<file path="src/rtl/riscv_pkg.sv">
// Shared RISC-V core definitions: load/store sizes, LSU state encoding and
// the default bus timeout.
package riscv_pkg;

  typedef enum logic [1:0] {
    LSU_IDLE = 2'd0,
    LSU_REQ  = 2'd1,
    LSU_RSP  = 2'd2,
    LSU_DONE = 2'd3
  } lsu_state_e;

  localparam logic [2:0] LS_B  = 3'b000;
  localparam logic [2:0] LS_H  = 3'b001;
  localparam logic [2:0] LS_W  = 3'b010;
  localparam logic [2:0] LS_BU = 3'b100;
  localparam logic [2:0] LS_HU = 3'b101;

  localparam int LSU_TIMEOUT_CYCLES = 255;

  // Legal size encoding with natural alignment; anything else traps.
  function automatic logic lsu_access_ok(input logic [2:0] funct3, input logic [1:0] offset);
    logic ok;
    case (funct3)
      LS_B, LS_BU: ok = 1'b1;
      LS_H, LS_HU: ok = ~offset[0];
      LS_W:        ok = (offset == 2'b00);
      default:     ok = 1'b0;
    endcase
    return ok;
  endfunction

endpackage

</file>
<file path="src/rtl/lsu_align.sv">
// Byte-lane steering for stores and lane select/extension for loads.
// Purely combinational.
module lsu_align
  import riscv_pkg::*;
(
  input  logic [2:0]  funct3,
  input  logic [1:0]  offset,
  input  logic [31:0] wdata,
  input  logic [31:0] rdata,
  output logic [3:0]  be,
  output logic [31:0] wdata_lane,
  output logic [31:0] load_data
);

  logic [7:0]  rbyte;
  logic [15:0] rhalf;

  always_comb begin
    be         = 4'b1111;
    wdata_lane = wdata;
    case (funct3[1:0])
      2'b00: begin
        be         = 4'b0001 << offset;
        wdata_lane = {4{wdata[7:0]}};
      end
      2'b01: begin
        be         = 4'b0011 << {offset[1], 1'b0};
        wdata_lane = {2{wdata[15:0]}};
      end
      default: begin
        be         = 4'b1111;
        wdata_lane = wdata;
      end
    endcase
  end

  always_comb begin
    rbyte = rdata[7:0];
    case (offset)
      2'd0:    rbyte = rdata[7:0];
      2'd1:    rbyte = rdata[15:8];
      2'd2:    rbyte = rdata[23:16];
      default: rbyte = rdata[31:24];
    endcase
    rhalf = offset[1] ? rdata[31:16] : rdata[15:0];
  end

  always_comb begin
    load_data = rdata;
    case (funct3)
      LS_B:    load_data = {{24{rbyte[7]}}, rbyte};
      LS_BU:   load_data = {24'd0, rbyte};
      LS_H:    load_data = {{16{rhalf[15]}}, rhalf};
      LS_HU:   load_data = {16'd0, rhalf};
      default: load_data = rdata;
    endcase
  end

endmodule

</file>
<file path="src/rtl/lsu_ctrl.sv">
// Load/store unit controller: single outstanding bus access per MEM-stage
// instruction, with pipeline stall, timeout and exception pulses.
//
// state    | meaning
// ---------+-----------------------------------------------------------
// IDLE     | waiting for a legal access in MEM; stall driven combinationally
// REQ      | bus_req high, request fields frozen until bus_gnt
// RSP      | waiting for bus_rvalid (rdata/err captured on it)
// DONE     | one cycle: load_valid or bus_exc, stall released
module lsu_ctrl
  import riscv_pkg::*;
#(
  parameter int TIMEOUT_CYCLES = LSU_TIMEOUT_CYCLES
) (
  input  logic        clk,
  input  logic        rst_n,
  input  logic        mem_en_m,
  input  logic        mem_write_m,
  input  logic [2:0]  funct3_m,
  input  logic [31:0] addr_m,
  input  logic [31:0] wdata_m,
  input  logic        flush_m,
  output logic        bus_req,
  output logic        bus_we,
  output logic [31:0] bus_addr,
  output logic [31:0] bus_wdata,
  output logic [3:0]  bus_be,
  input  logic        bus_gnt,
  input  logic        bus_rvalid,
  input  logic        bus_err,
  input  logic [31:0] bus_rdata,
  output logic        stall,
  output logic        load_valid,
  output logic [31:0] load_data,
  output logic        misalign_exc,
  output logic        bus_exc
);

  localparam int CW = $clog2(TIMEOUT_CYCLES + 1) + 1;
  localparam logic [CW-1:0] TLIM = CW'(TIMEOUT_CYCLES - 1);

  lsu_state_e state_q, state_d;

  logic [CW-1:0] cnt_q;
  logic          flush_q;
  logic          we_q;
  logic [2:0]    f3_q;
  logic [31:0]   addr_q;
  logic [31:0]   wdata_q;
  logic [31:0]   rdata_q;
  logic          err_q;
  logic          tout_q;

  logic          access_ok;
  logic          launch;
  logic          tout_hit;
  logic [3:0]    al_be;
  logic [31:0]   al_wdata;
  logic [31:0]   al_ldata;
  logic          deliver;

  assign access_ok = lsu_access_ok(funct3_m, addr_m[1:0]);
  assign launch    = (state_q == LSU_IDLE) && mem_en_m && !flush_m && access_ok;
  assign tout_hit  = (cnt_q >= TLIM);

  lsu_align u_align (
    .funct3     (f3_q),
    .offset     (addr_q[1:0]),
    .wdata      (wdata_q),
    .rdata      (rdata_q),
    .be         (al_be),
    .wdata_lane (al_wdata),
    .load_data  (al_ldata)
  );

  always_ff @(posedge clk or negedge rst_n) begin
    if (!rst_n) state_q <= LSU_IDLE;
    else        state_q <= state_d;
  end

  always_comb begin
    state_d = state_q;
    case (state_q)
      LSU_IDLE: if (launch) state_d = LSU_REQ;
      LSU_REQ: begin
        // gnt wins over a same-cycle rvalid and over the last timeout cycle
        if (bus_gnt)       state_d = LSU_RSP;
        else if (tout_hit) state_d = LSU_DONE;
      end
      LSU_RSP: begin
        if (bus_rvalid)    state_d = LSU_DONE;
        else if (tout_hit) state_d = LSU_DONE;
      end
      default: state_d = LSU_IDLE;
    endcase
  end

  always_ff @(posedge clk or negedge rst_n) begin
    if (!rst_n) begin
      cnt_q   <= '0;
      flush_q <= 1'b0;
      we_q    <= 1'b0;
      f3_q    <= 3'b000;
      addr_q  <= 32'd0;
      wdata_q <= 32'd0;
      rdata_q <= 32'd0;
      err_q   <= 1'b0;
      tout_q  <= 1'b0;
    end else begin
      case (state_q)
        LSU_IDLE: begin
          if (launch) begin
            cnt_q   <= '0;
            flush_q <= 1'b0;
            we_q    <= mem_write_m;
            f3_q    <= funct3_m;
            addr_q  <= addr_m;
            wdata_q <= wdata_m;
            err_q   <= 1'b0;
            tout_q  <= 1'b0;
          end
        end
        LSU_REQ: begin
          cnt_q <= cnt_q + 1'b1;
          if (flush_m) flush_q <= 1'b1;
          if (!bus_gnt && tout_hit) tout_q <= 1'b1;
        end
        LSU_RSP: begin
          cnt_q <= cnt_q + 1'b1;
          if (flush_m) flush_q <= 1'b1;
          if (bus_rvalid) begin
            rdata_q <= bus_rdata;
            err_q   <= bus_err;
          end else if (tout_hit) begin
            tout_q <= 1'b1;
          end
        end
        default: ;
      endcase
    end
  end

  assign deliver = !we_q && !err_q && !tout_q && !flush_q;

  always_comb begin
    bus_req      = 1'b0;
    bus_we       = 1'b0;
    bus_addr     = 32'd0;
    bus_wdata    = 32'd0;
    bus_be       = 4'b0000;
    stall        = 1'b0;
    load_valid   = 1'b0;
    load_data    = 32'd0;
    misalign_exc = 1'b0;
    bus_exc      = 1'b0;
    case (state_q)
      LSU_IDLE: begin
        // IDLE outputs follow live inputs, so hold them quiet during reset
        if (rst_n && mem_en_m && !flush_m) begin
          if (access_ok) stall = 1'b1;
          else           misalign_exc = 1'b1;
        end
      end
      LSU_REQ: begin
        stall     = 1'b1;
        bus_req   = 1'b1;
        bus_we    = we_q;
        bus_addr  = {addr_q[31:2], 2'b00};
        bus_be    = al_be;
        bus_wdata = we_q ? al_wdata : 32'd0;
      end
      LSU_RSP: stall = 1'b1;
      default: begin
        load_valid = deliver;
        load_data  = deliver ? al_ldata : 32'd0;
        bus_exc    = (err_q || tout_q) && !flush_q;
      end
    endcase
  end

endmodule

</file>
<file path="config.mk">
export PLATFORM = sky130hd
export DESIGN_NAME = lsu_ctrl
export DESIGN_NICKNAME = d
export VERILOG_FILES = /design/src/rtl/riscv_pkg.sv /design/src/rtl/lsu_align.sv /design/src/rtl/lsu_ctrl.sv
export SDC_FILE = /design/constraint.sdc
export NUM_CORES = 1
export LEC_CHECK = 0
export CAP_MARGIN = 20
export CORE_MARGIN = 5
export CORE_UTILIZATION = 30
export DETAILED_ROUTE_END_ITERATION = 10
export RECOVER_POWER = 25
export SLEW_MARGIN = 15
export SYNTH_ARGS = -nofsm -noshare
export SYNTH_HDL_FRONTEND = slang
export SYNTH_HIERARCHICAL = 1
export SYNTH_SLANG_ARGS = --single-unit
</file>
<file path="constraint.sdc">
create_clock -name clk -period 3.3 [get_ports clk]
set_input_delay 0.66 -clock clk [delete_from_list [all_inputs] [get_ports clk]]
set_output_delay 0.66 -clock clk [all_outputs]
set_load 0.05 [all_outputs]
</file>
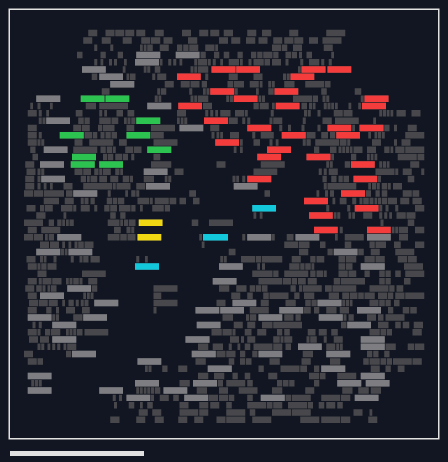
*Sequential cells coloured by netlist name*
The bar under the picture is 50 um long.
Key: cyan = `f3_q` [sequential cells 3]; yellow = `state_q` [sequential cells 2]; green = `cnt_q` [sequential cells 9]; red = `wdata_q` [sequential cells 32]
utilization after layout: 45.42%
sequential cell area: 2854 um^2
total sequential power: 2.81 mW
register share of the cell area: 28.62%

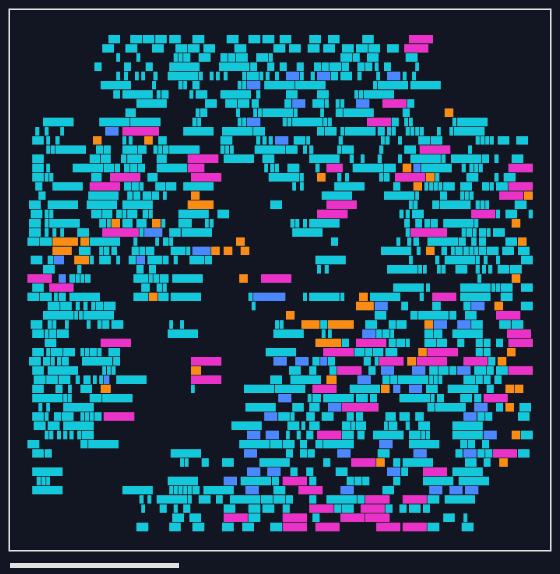
*Cells by drive strength*
The bar under the picture is 50 um long.
Key: magenta = x6 and larger [cells 61]; orange = x3 and x4 [cells 48]; cyan = x1 and smaller [cells 808]; blue = x2 [cells 53]

==> flow_metrics.py <==
# Auto-generated metrics
metrics = {
    "status": {
        "outcome": "completed",
    },
    "floorplan": {
        "floorplan.io_pins": 213,
        "die_area_um2": 25460,
    },
    "critical_path": {
        "path_class": "reg -> out",
        "worst-r2r-cell-count": 7,
    },
    "synthesis": {
        "yosys_register_bits": 114,
        "netlist_top_cells_count": "nand2_1, dfrtp_1, and2_1",
        "synth.comb.largest_family": "simple AND/OR/NAND/NOR gates",
        "cell_area_after_synthesis_um2": 6711,
        "netlist-cell-type-count": 55,
        "yosysWarningCount": 6,
        "compound_cell_area_share_of_the_yosys_netlist_pct": 10.57,
        "synth_area_in_xor_xnor_pct": 0,
        "number_of_flops_mapped_to_enable_cells_by_yosys": 0,
    },
    "layout": {
        "n_diodes": 0,
        "nonClockBufferCount": 231,
        "clockNetworkAreaShare_pct": 6.398,
        "layout.clock_buffers": 20,
        "sh_comb_area_pct": 34.88,
        "share_of_post_route_cells_with_drive_strength_above_1_pct": 16.70,
        "final_nets": 1072,
    },
    "power_and_ir_drop": {
        "power_frac_seq_pct": 28.5,
        "static-leakage-power_nw": 4.572,
        "p_switching_mw": 4.288,
    },
    "sta": {
        "grt_setup_unrepaired": "false",
        "setup_slack_ns": 0.1668,
        "post-route-period-util_pct": 94.94,
        "report.final.setup_viol": 0,
    },
    "drt": {
        "dr.pass1.iters": 5,
        "drt_first_iter_violations": 298,
        "number_of_nets_still_failing_antenna_checks_after_routing": 0,
        "routedWlPerCell_um": 17.06,
    },
    "placed_design": {
        "gp_congestion": 0.7667,
        "placement.io_buffers": 210,
    },
    "clocking": {
        "cts.reportedPaths.clkPinSlew_ns": 0.06,
        "ctsHoldBuffers": 0,
    },
}
[layer usage]
metal  up-vias  share of wire, %  GRT usage, %
li1       2942                 -             -
met1      2829                46         22.01
met2       169                47         26.90
met3        12               6.1         4.478
met4         0              0.95         3.590
met5         -                 0             0
[stage by stage]
stage | cell area [um^2] | power [mW]
floorplan | 6715 | 6.283
global placement | 9349 | 7.856
detailed placement | 9349 | 7.910
CTS | 9987 | 9.959
global route | 9973 | 10.54
finish | 9973 | 9.858
[worst max-delay path, cell delays in order (launching register included)]
cell and delay, ns:
dfrtp_2 0.71, buf_4 0.27, o21bai_1 0.13, and2_1 0.14, clkdlybuf4s50_1 0.81
[how the worst max path moves through the flow]
stage / startpoint / to / cells after the start
after floorplan: state_q[1] / load_data[22] / 5
after global placement: addr_m[0] / stall / 6
after detailed placement: addr_m[1] / stall / 6
after CTS: addr_q[1] / load_data[3] / 6
after global routing: f3_q[1] / bus_be[1] / 4
final: f3_q[1] / bus_be[1] / 4
[power by group through the flow]
stage | logic [mW] | registers (mW) | clock network, mW
final | 5.05 | 2.81 | 1.99
after global routing | 5.50 | 2.94 | 2.10
after CTS | 5.10 | 2.82 | 2.04
after detailed placement | 5.08 | 2.83 | 0
after global placement | 5.04 | 2.81 | 0
after floorplan | 3.76 | 2.52 | 0
[repair_timing]
item,CTS,global route
hold endpoints to repair,0,0
endpoints found under the setup margin,0,7
resized,0,1
[state kept, by name, summed over array words and instances, names as in the netlist]
register / count
tout_q: 1
wdata_q: 32
f3_q: 3
rdata_q: 32
flush_q: 1
addr_q: 32
we_q: 1
state_q: 2
err_q: 1
cnt_q: 9
Power is estimated from default activity; no workload was simulated.
